**Run 1: a small window of the routed layout**

Region (25, 67) to (55, 97) um. Cells in gray, sequential cells in the stronger gray; small squares are vias.
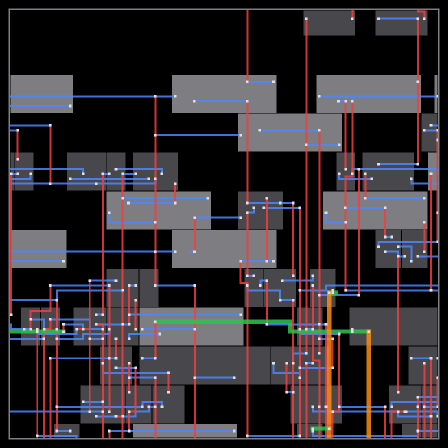
**Run 1: routed metal, one color a layer**

Scale: 3 px per um. Only two layers are drawn.
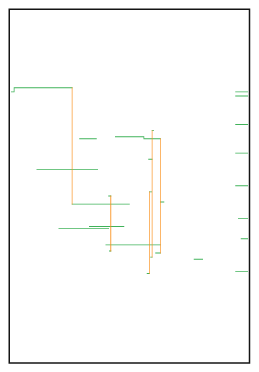
**Run 1: metal 1**

Scale: 3 px per um. Supply wires on this layer in gray.
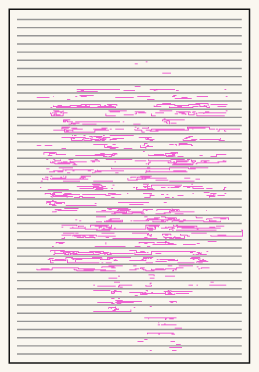
--- config.mk ---
export PLATFORM = sky130hd
export DESIGN_NAME = uart_rx_deser_flat
export DESIGN_NICKNAME = d
export VERILOG_FILES = /design/src/rtl/uart_rx_deser_if.sv /design/src/rtl/uart_rx_deser.sv /design/src/flat_wrapper.sv
export SDC_FILE = /design/constraint.sdc
export NUM_CORES = 1
export LEC_CHECK = 0
export CAP_MARGIN = 20
export CORE_ASPECT_RATIO = 1.5
export CORE_MARGIN = 2
export CORE_UTILIZATION = 25
export DETAILED_ROUTE_END_ITERATION = 10
export GPL_ROUTABILITY_DRIVEN = 0
export PLACE_DENSITY = 0.5
export SLEW_MARGIN = 30
export SYNTH_ARGS = -nofsm -noshare
export SYNTH_HDL_FRONTEND = slang
export SYNTH_SLANG_ARGS = --single-unit
--- constraint.sdc ---
create_clock -name clk -period 3.3 [get_ports clk]
set_input_delay 0.66 -clock clk [delete_from_list [all_inputs] [get_ports clk]]
set_output_delay 0.66 -clock clk [all_outputs]
set_load 0.03 [all_outputs]
--- src/rtl/uart_rx_deser_if.sv ---
// uart_rx_deser_if: byte handshake between the UART receiver (master) and its consumer (slave).
interface uart_rx_deser_if;
   logic [7:0] rx_data;
   logic       rx_valid;
   logic       rx_ready;
   modport master (output rx_data, rx_valid, input rx_ready);
   modport slave (input rx_data, rx_valid, output rx_ready);
endinterface

--- src/rtl/uart_rx_deser.sv ---
// uart_rx_deser: 8N1 UART receiver with a one-entry holding register and valid/ready output.
module uart_rx_deser #(
   parameter int CLKS_PER_BIT = 108
) (
   input  logic            clk,
   input  logic            rst,
   input  logic            uart_rx,
   uart_rx_deser_if.master rx,
   output logic            frame_err,
   output logic            overrun,
   output logic            busy
);
   typedef enum logic [2:0] {IDLE, START, DATA, STOP, BREAK} state_t;
   localparam logic [15:0] HALF_M1 = 16'(CLKS_PER_BIT / 2 - 1);
   localparam logic [15:0] FULL_M1 = 16'(CLKS_PER_BIT - 1);
   state_t      state_q;
   logic [15:0] cnt_q;
   logic [2:0]  idx_q;
   logic [7:0]  shift_q, data_q;
   logic        valid_q, ferr_q, ovr_q, busy_q, s1_q, s2_q;
   logic        done, hs;
   assign done = (state_q == STOP) && (cnt_q == FULL_M1) && s2_q;
   assign hs = valid_q && rx.rx_ready;
   assign rx.rx_data = data_q;
   assign rx.rx_valid = valid_q;
   assign frame_err = ferr_q;
   assign overrun = ovr_q;
   assign busy = busy_q;
   always_ff @(posedge clk) begin
      if (rst) begin
         state_q <= IDLE;
         cnt_q   <= '0;
         idx_q   <= '0;
         shift_q <= '0;
         data_q  <= '0;
         valid_q <= 1'b0;
         ferr_q  <= 1'b0;
         ovr_q   <= 1'b0;
         busy_q  <= 1'b0;
         s1_q    <= 1'b1;
         s2_q    <= 1'b1;
      end else begin
         s1_q   <= uart_rx;
         s2_q   <= s1_q;
         ferr_q <= 1'b0;
         ovr_q  <= 1'b0;
         case (state_q)
            IDLE: if (!s2_q) begin
               state_q <= START;
               cnt_q   <= '0;
               busy_q  <= 1'b1;
            end
            START: if (cnt_q == HALF_M1) begin
               state_q <= s2_q ? IDLE : DATA;
               busy_q  <= !s2_q;
               cnt_q   <= '0;
               idx_q   <= '0;
            end else cnt_q <= cnt_q + 16'd1;
            DATA: if (cnt_q == FULL_M1) begin
               shift_q[idx_q] <= s2_q;
               cnt_q          <= '0;
               idx_q          <= idx_q + 3'd1;
               if (idx_q == 3'd7) state_q <= STOP;
            end else cnt_q <= cnt_q + 16'd1;
            STOP: if (cnt_q == FULL_M1) begin
               state_q <= s2_q ? IDLE : BREAK;
               busy_q  <= !s2_q;
               ferr_q  <= !s2_q;
               cnt_q   <= '0;
            end else cnt_q <= cnt_q + 16'd1;
            BREAK: if (s2_q) begin
               state_q <= IDLE;
               busy_q  <= 1'b0;
            end
            default: begin
               state_q <= IDLE;
               busy_q  <= 1'b0;
            end
         endcase
         // a completing byte may replace the held one only if it is being consumed this cycle
         if (done && valid_q && !rx.rx_ready) ovr_q <= 1'b1;
         else if (done) begin
            data_q  <= shift_q;
            valid_q <= 1'b1;
         end else if (hs) valid_q <= 1'b0;
      end
   end
endmodule

--- src/flat_wrapper.sv ---
// flat-port wrapper written by rule: the top's interface ports become plain ports
module uart_rx_deser_flat 
#(
   parameter int CLKS_PER_BIT = 108
)
  (clk, rst, uart_rx, frame_err, overrun, busy, rx_rx_data, rx_rx_valid, rx_rx_ready);
  uart_rx_deser_if rx_i ();
  input  logic clk;
  input  logic rst;
  input  logic uart_rx;
  output logic frame_err;
  output logic overrun;
  output logic busy;
  output wire logic [$bits(rx_i.rx_data)-1:0] rx_rx_data;
  output wire logic [$bits(rx_i.rx_valid)-1:0] rx_rx_valid;
  input wire logic [$bits(rx_i.rx_ready)-1:0] rx_rx_ready;
  assign rx_rx_data = rx_i.rx_data;
  assign rx_rx_valid = rx_i.rx_valid;
  assign rx_i.rx_ready = rx_rx_ready;
  uart_rx_deser #(.CLKS_PER_BIT(CLKS_PER_BIT)) u_core (.clk(clk), .rst(rst), .uart_rx(uart_rx), .rx(rx_i), .frame_err(frame_err), .overrun(overrun), .busy(busy));
endmodule
==> metrics.yaml, run 1 <==
outcome:
  run_status: "finished, final reports clean"
final_layout:
  syn2layout_area_growth_pct: 19.03
  final_area_sq_mm: 0.002551
  final_nets: 272
  nFillCells: 899
  largest_reg_flops: 16
  fin_cells: 372
  final_core_util_pct: 30.51
  drive_gt1_share_pct: 8.302
  diodes: 0
  regMostFlops: "u_core.cnt_q"
synth:
  simple_gate_share_pct: 28.60
  ys_ff: 44
  top_cells_by_count: "dfxtp_1 (44), nand2_1 (25), nor2_1 (24), a21oi_1 (18), nand3_1 (14)"
  yosys_warnings: 0
  yosys.area.top_type: "dfxtp_1"
  synth_seq_share_pct: 41.10
  synthAoiAreaFrac_pct: 18.27
  yosysChipArea_sq_mm: 0.002143
  synth_cells: 252
  syn_area_sq_mm: 0.002143
  syn_area_per_cell_sq_um: 8.505
  synth_top_area_share_pct: 41.10
  ys_sh_xor_pct: 0.4086
  top_cell: "dfxtp_1"
  adder_share_pct: 2.335
  synthArstFlopShare_pct: 0
  mux_share_pct: 5.604
  synthDistinctLibCells: 49
  syn_nets: 260
  ys.flop_type: "dfxtp_1"
  synth-edff-count: 0
  ys_cells: 252
  topCombFamilyByArea: "simple AND/OR/NAND/NOR gates"
  synth.top_cells.by_area: "dfxtp_1 (41%), mux2i_1 (5.6%), nand2_1 (4.4%)"
min_path:
  min_path_type: "reg2reg"
  hold_path_end: "u_core.s2_q"
  hold_path_depth: 1
  hp-start: "u_core.s1_q"
job:
  maxCapViolations: 0
  warnings: 27
setup_path:
  critPathMaxFanout: 8
  critical_path_depth: 7
  worstSetupPathType: "reg2reg"
  r2r-end: "u_core.idx_q[0]"
  crit_chain: "ha_1 > nor4b_1 > and4_1 > buf_4 > a21boi_0 > or4_1 > a21oi_1"
  setup.worst_path.end: "u_core.idx_q[0]"
  crit_path_start: "u_core.cnt_q[0]"
  critPathLaunchType: "flip-flop"
  r2r-start: "u_core.cnt_q[0]"
  worstPathRequired_ps: 3510
  arrival_ps: 2480
  cp.buffers_inverters: 1
  crit_path_max_incr_delay_ps: 440
  critical_path.top_delay_family: "simple AND/OR/NAND/NOR gates"
  cp-end-kind: "flip-flop"
  crit_slowest_cell: "or4_1"
  reg2regPathDepth: 7
  rrSetupSlack_ps: 1030
cts:
  numCtsBuffers: 5
  cts_tree: "built"
  cts-hold-fix-buffers: 0
  path_clk_slew_ps: 60
  h-tree-depth: 2
  clk_latency_ps: 280
  post-cts-setup-buffers: 0
  clock-sinks: 44
  postCtsResizedCells: 0
  cts-root-buf: "clkbuf_16"
  cts_buffer_depth: 2
floorplan:
  die-area_sq_mm: 0.009345
  die_h_um: 117.4
  dieWidth_um: 79.60
  coreArea_sq_mm: 0.008362
  fp_util_pct: 25.63
  rows: 41
  io_pins: 16
drt:
  vias: 1845
  vias_per_cell: 4.960
  wl_per_cell_um: 13.41
  finalWirelength_um: 4987
  final_antenna_net_count: 0
  dr.pass1.iters: 4
  drtIter0Drc: 68
  route.detailed.drc: 0
global_route:
  grt_use_total_pct: 11.47
  grt_overflow: 0
  grt_max_degree: 28
  grt_pass1_wl_um: 8556
  antenna_found_initial: 0
  grt_pass1_vias: 1844
placement:
  port_buffers: 15
  dp.cells: 364
  pre_cts_ws_ps: 956.7
  place_area_sq_mm: 0.002401
  dpl.hpwl_um: 3654
power_and_ir_drop:
  peakVddDrop_uv: 200.5
  pwr-share-comb_pct: 11.5
  p_int_mw: 0.9014
  p_leak_nw: 0.9909
  swShare_pct: 24.73
  p_sw_mw: 0.2962
  finalPower_mw: 1.198
  p_clk_share_pct: 42.1
  power_frac_seq_pct: 46.4
  power_density_mw_per_mm2: 469.4
timing:
  min_period_ps: 2266
  setup_viol_count_final: 0
  finalHoldViolations: 0
  fin_skew_ps: 4.721
  timing.hold.ws_ps: 409.5
  setup_tns_ps: 0
  fmax_ghz: 0.4413
  slew_headroom_pct: 46.11
  worst_slack_ps: 1034
  fin_crit_sh_pct: 68.67
  drv_slew: 0
  tightest_slew_ps: 802.1
  grt_setup_unrepaired: "no"
About 'a small window of the routed layout':
[red] metal 2
[blue] metal 1
[green] metal 3
[orange] metal 4
netlist names of flops here include: u_core.cnt_q (4)
most frequent: dfxtp_1 (9)
cells with their middle in the window: 41
sequential cells in the window: 9

About 'routed metal, one color a layer':
[green] metal 3 | wire length: 167 um
[orange] metal 4 | wire length: 165 um

About 'metal 1':
wire length on this layer: 2030 um
nets with wire on the layer: 251
main direction: horizontal
longest straight run: 19.8 um
share of all routed wire: 41%

[run 1: cell families (layout without fill, tap and decap cells)]
group,Yosys count,count (layout)
adders and majority gates,4,4
AOI/OAI and AO/OA,59,59
xor gates and xnor gates,1,1
muxes,12,12
DFF,44,44
and+or+nand+nor,112,112
buffers and inverters,20,33
[run 1: area by class of cell]
type	count	area, sq um	area share [%]
tap	107	133.9	5.248
sequential	44	880.8	34.53
clock buffer	7	142.6	5.591
inverter	6	22.52	0.8828
timing repair buffer	19	180.2	7.062
clock inverter	1	7.507	0.2943
multi-input combinational	188	1184	46.40
[run 1: cell usage in the layout, fill, tap and decap left out, drive strengths merged, types with 4 or more instances in the layout]
cell type / netlist / routed
ha: 4 / 4
clkdlybuf4s50: 0 / 15
clkbuf: 11 / 7
mux2i: 12 / 12
nand2b: 6 / 6
nand2: 25 / 25
nand4: 5 / 5
buf: 3 / 4
a31oi: 4 / 4
o21ai: 13 / 13
nor3: 5 / 5
nor2: 25 / 25
inv: 6 / 6
a21o: 6 / 6
a22o: 6 / 6
and3: 5 / 5
nand3: 14 / 14
a21oi: 18 / 18
dfxtp: 44 / 44
[run 1: power by group through the flow]
stage / logic (mW) / registers (mW) / clock network [mW]
finish: 0.137 / 0.556 / 0.504
global placement: 0.136 / 0.568 / 0
CTS: 0.139 / 0.556 / 0.520
global route: 0.155 / 0.557 / 0.541
detailed placement: 0.139 / 0.568 / 0
floorplan: 0.105 / 0.564 / 0
[run 1: layer usage]
metal  part of all wire [%]  track usage [%]  vias up
met2                     53            20.33       33
met4                    3.3            5.819        0
met5                      0                0        -
li1                       -                -      937
met3                    3.3            2.769       13
met1                     41            12.27      862
## Run 2: what changed since run 1
--- a/config.mk
+++ b/config.mk
@@ -11,7 +11,7 @@
 export CORE_UTILIZATION = 25
 export DETAILED_ROUTE_END_ITERATION = 10
 export GPL_ROUTABILITY_DRIVEN = 0
-export PLACE_DENSITY = 0.5
+export PLACE_DENSITY = 0.51
 export SLEW_MARGIN = 30
 export SYNTH_ARGS = -nofsm -noshare
 export SYNTH_HDL_FRONTEND = slang
==> constraint.sdc (replaced) <==
create_clock -name clk -period 2 [get_ports clk]
set_input_delay 0.4 -clock clk [delete_from_list [all_inputs] [get_ports clk]]
set_output_delay 0.4 -clock clk [all_outputs]
set_load 0.03 [all_outputs]
==> metrics.yaml, run 2 <==
global_route:
  grt_pass1_wl_um: 8763
  grt_overflow: 0
  grt_use_total_pct: 11.73
  grtUsageMet3_pct: 3.000
  use_met2_pct: 21.32
  grt_max_degree: 15
  grt.met1_usage_pct: 13.05
  antenna_found_initial: 0
  grt_pass1_vias: 1858
  busiest_layer: "met2"
job:
  maxCapViolations: 0
  warnings: 29
synth:
  ys.flop_type: "dfxtp_1"
  synth_cells: 252
  yosys.area.top_type: "dfxtp_1"
  syn_area_sq_mm: 0.002143
  synth_top_area_share_pct: 41.10
  synth.top_cells.by_area: "dfxtp_1 (41%), mux2i_1 (5.6%), nand2_1 (4.4%)"
  synthDistinctLibCells: 49
  top_cells_by_count: "dfxtp_1 (44), nand2_1 (25), nor2_1 (24), a21oi_1 (18), nand3_1 (14)"
  synth-edff-count: 0
  ys_ff: 44
  syn_area_per_cell_sq_um: 8.505
  yosys_warnings: 0
  syn_nets: 260
  synthArstFlopShare_pct: 0
  yosysChipArea_sq_mm: 0.002143
  ys_cells: 252
  synth_seq_share_pct: 41.10
  top_cell: "dfxtp_1"
timing:
  timing.hold.ws_ps: 408.0
  drv_slew: 0
  tightest_slew_ps: 412.7
  fin_crit_sh_pct: 103.1
  worst_slack_ps: -62.13
  min_period_ps: 2062
  fin_skew_ps: 4.692
  finalHoldViolations: 0
  setup_tns_ps: -387.0
  setup_viol_count_final: 7
  fmax_ghz: 0.4849
  grt_setup_unrepaired: "yes"
  slew_headroom_pct: 72.45
power_and_ir_drop:
  peakVddDrop_uv: 295.4
  power_density_mw_per_mm2: 700.0
  p_leak_nw: 1.239
  finalPower_mw: 2.129
setup_path:
  worstSetupPathType: "reg2reg"
  rrSetupSlack_ps: -60
  r2r-end: "u_core.idx_q[0]"
  reg2regPathDepth: 6
  arrival_ps: 2270
  critical_path.top_delay_family: "simple AND/OR/NAND/NOR gates"
  crit_path_max_incr_delay_ps: 560
  critPathMaxFanout: 6
  cp.buffers_inverters: 1
  critPathLaunchType: "flip-flop"
  crit_slowest_cell: "or4_4"
  r2r-start: "u_core.cnt_q[9]"
  crit_chain: "or4_4 > nor4_4 > buf_4 > nor2_4 > or4_1 > a21oi_1"
  worstPathRequired_ps: 2210
  cp-end-kind: "flip-flop"
drt:
  final_antenna_net_count: 0
  dr.pass1.iters: 4
  wl_per_cell_um: 13.21
  vias_per_cell: 4.769
  route.detailed.drc: 0
  vias: 1965
  drtIter0Drc: 49
  finalWirelength_um: 5443
final_layout:
  largest_reg_flops: 16
  diodes: 0
  final_nets: 312
  drive_gt1_share_pct: 26.89
  fin_cells: 412
  regMostFlops: "u_core.cnt_q"
  final_core_util_pct: 36.38
  final_area_sq_mm: 0.003042
  syn2layout_area_growth_pct: 41.91
  layout_top_cells: "dfxtp_1 (39), buf_4 (37), nand2_1 (25), nor2_1 (24), a21oi_1 (16)"
  lay_top_count: "dfxtp_1"
cts:
  postCtsResizedCells: 0
  post-cts-setup-buffers: 0
  cts-root-buf: "clkbuf_16"
  h-tree-depth: 2
  clk_latency_ps: 280
  cts_tree: "built"
  clock-sinks: 44
  cts-hold-fix-buffers: 0
  numCtsBuffers: 5
  path_clk_slew_ps: 60
  cts_buffer_depth: 2
floorplan:
  io_pins: 16
  coreArea_sq_mm: 0.008362
  dieWidth_um: 79.60
  rows: 41
  die-area_sq_mm: 0.009345
  die_h_um: 117.4
  fp_util_pct: 25.63
outcome:
  violations: "setup timing"
  run_status: "finished, violations left"
placement:
  pre_cts_ws_ps: -41.20
  port_buffers: 15
  place_area_sq_mm: 0.002665
  dpl.hpwl_um: 3830
  dp.cells: 396
min_path:
  hold_path_depth: 1
  hp-start: "u_core.s1_q"
  hold_path_end: "u_core.s2_q"
  min_path_type: "reg2reg"
[run 2: cell types whose count changed in the layout (fill, tap and decap cells not counted), sizes merged]
cell	previous run	this run
bufinv	0	1
buf	4	43
clkinvlp	1	0
clkinv	0	1
[run 2: kinds of logic (layout without fill, tap and decap cells)]
kind of cell	Yosys count	count (layout)	synth area share, %
adder cells (fa/ha/maj)	4	4	2.335
AND/OR/NAND/NOR	112	112	28.61
multiplexers	12	12	5.604
XOR/XNOR	1	1	0.4087
buffers and inverters	20	73	3.677
flip-flops	44	44	41.10
AND-OR/OR-AND	59	59	18.27
[run 2: cell type report]
| class | count | area [sq um] |
|---|---|---|
| Fill cell | 836 | 5320 |
| Timing Repair Buffer | 59 | 529.3 |
| Multi-Input combinational cell | 188 | 1303 |
| Tap cell | 107 | 133.9 |
| Clock buffer | 6 | 128.9 |
| Clock inverter | 2 | 35.03 |
| Sequential cell | 44 | 889.6 |
| Inverter | 6 | 22.52 |
[run 2: worst max-delay path by stage]
stage	start	endpoint	slack, ps	depth (start not counted)
6_report	u_core.cnt_q[9]	u_core.idx_q[0]	-60	6
2_1_floorplan	u_core.cnt_q[15]	u_core.idx_q[0]	4	5
3_5_place_dp	u_core.cnt_q[15]	u_core.idx_q[0]	-40	6
5_1_grt	u_core.cnt_q[9]	u_core.cnt_q[11]	-130	7
4_1_cts	u_core.cnt_q[0]	u_core.shift_q[7]	-60	7
3_3_place_gp	u_core.cnt_q[0]	u_core.shift_q[7]	-30	7
[run 2: routing by layer]
layer / vias up / share of wire [%]
li1: 1015 / -
met1: 912 / 40
met2: 34 / 55
met3: 4 / 3.5
met4: 0 / 0.90
met5: - / 0
[run 2: report_power, final]
part	internal, mW	switching, mW
sequential	0.893	0.0130
clock	0.587	0.322
combinational	0.149	0.165
total	1.63	0.500
**Run 2: metal 1**

Scale: 3 px per um. Supply wires on this layer in gray.
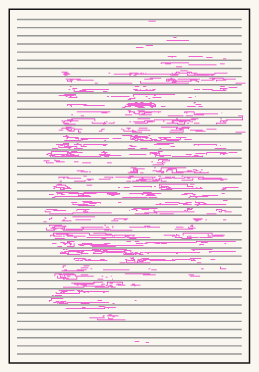
longest straight run: 18.4 um
wire length on this layer: 2190 um
nets with wire on the layer: 293
main direction: horizontal

No activity file was given, so power comes from the tool's default toggle rates.
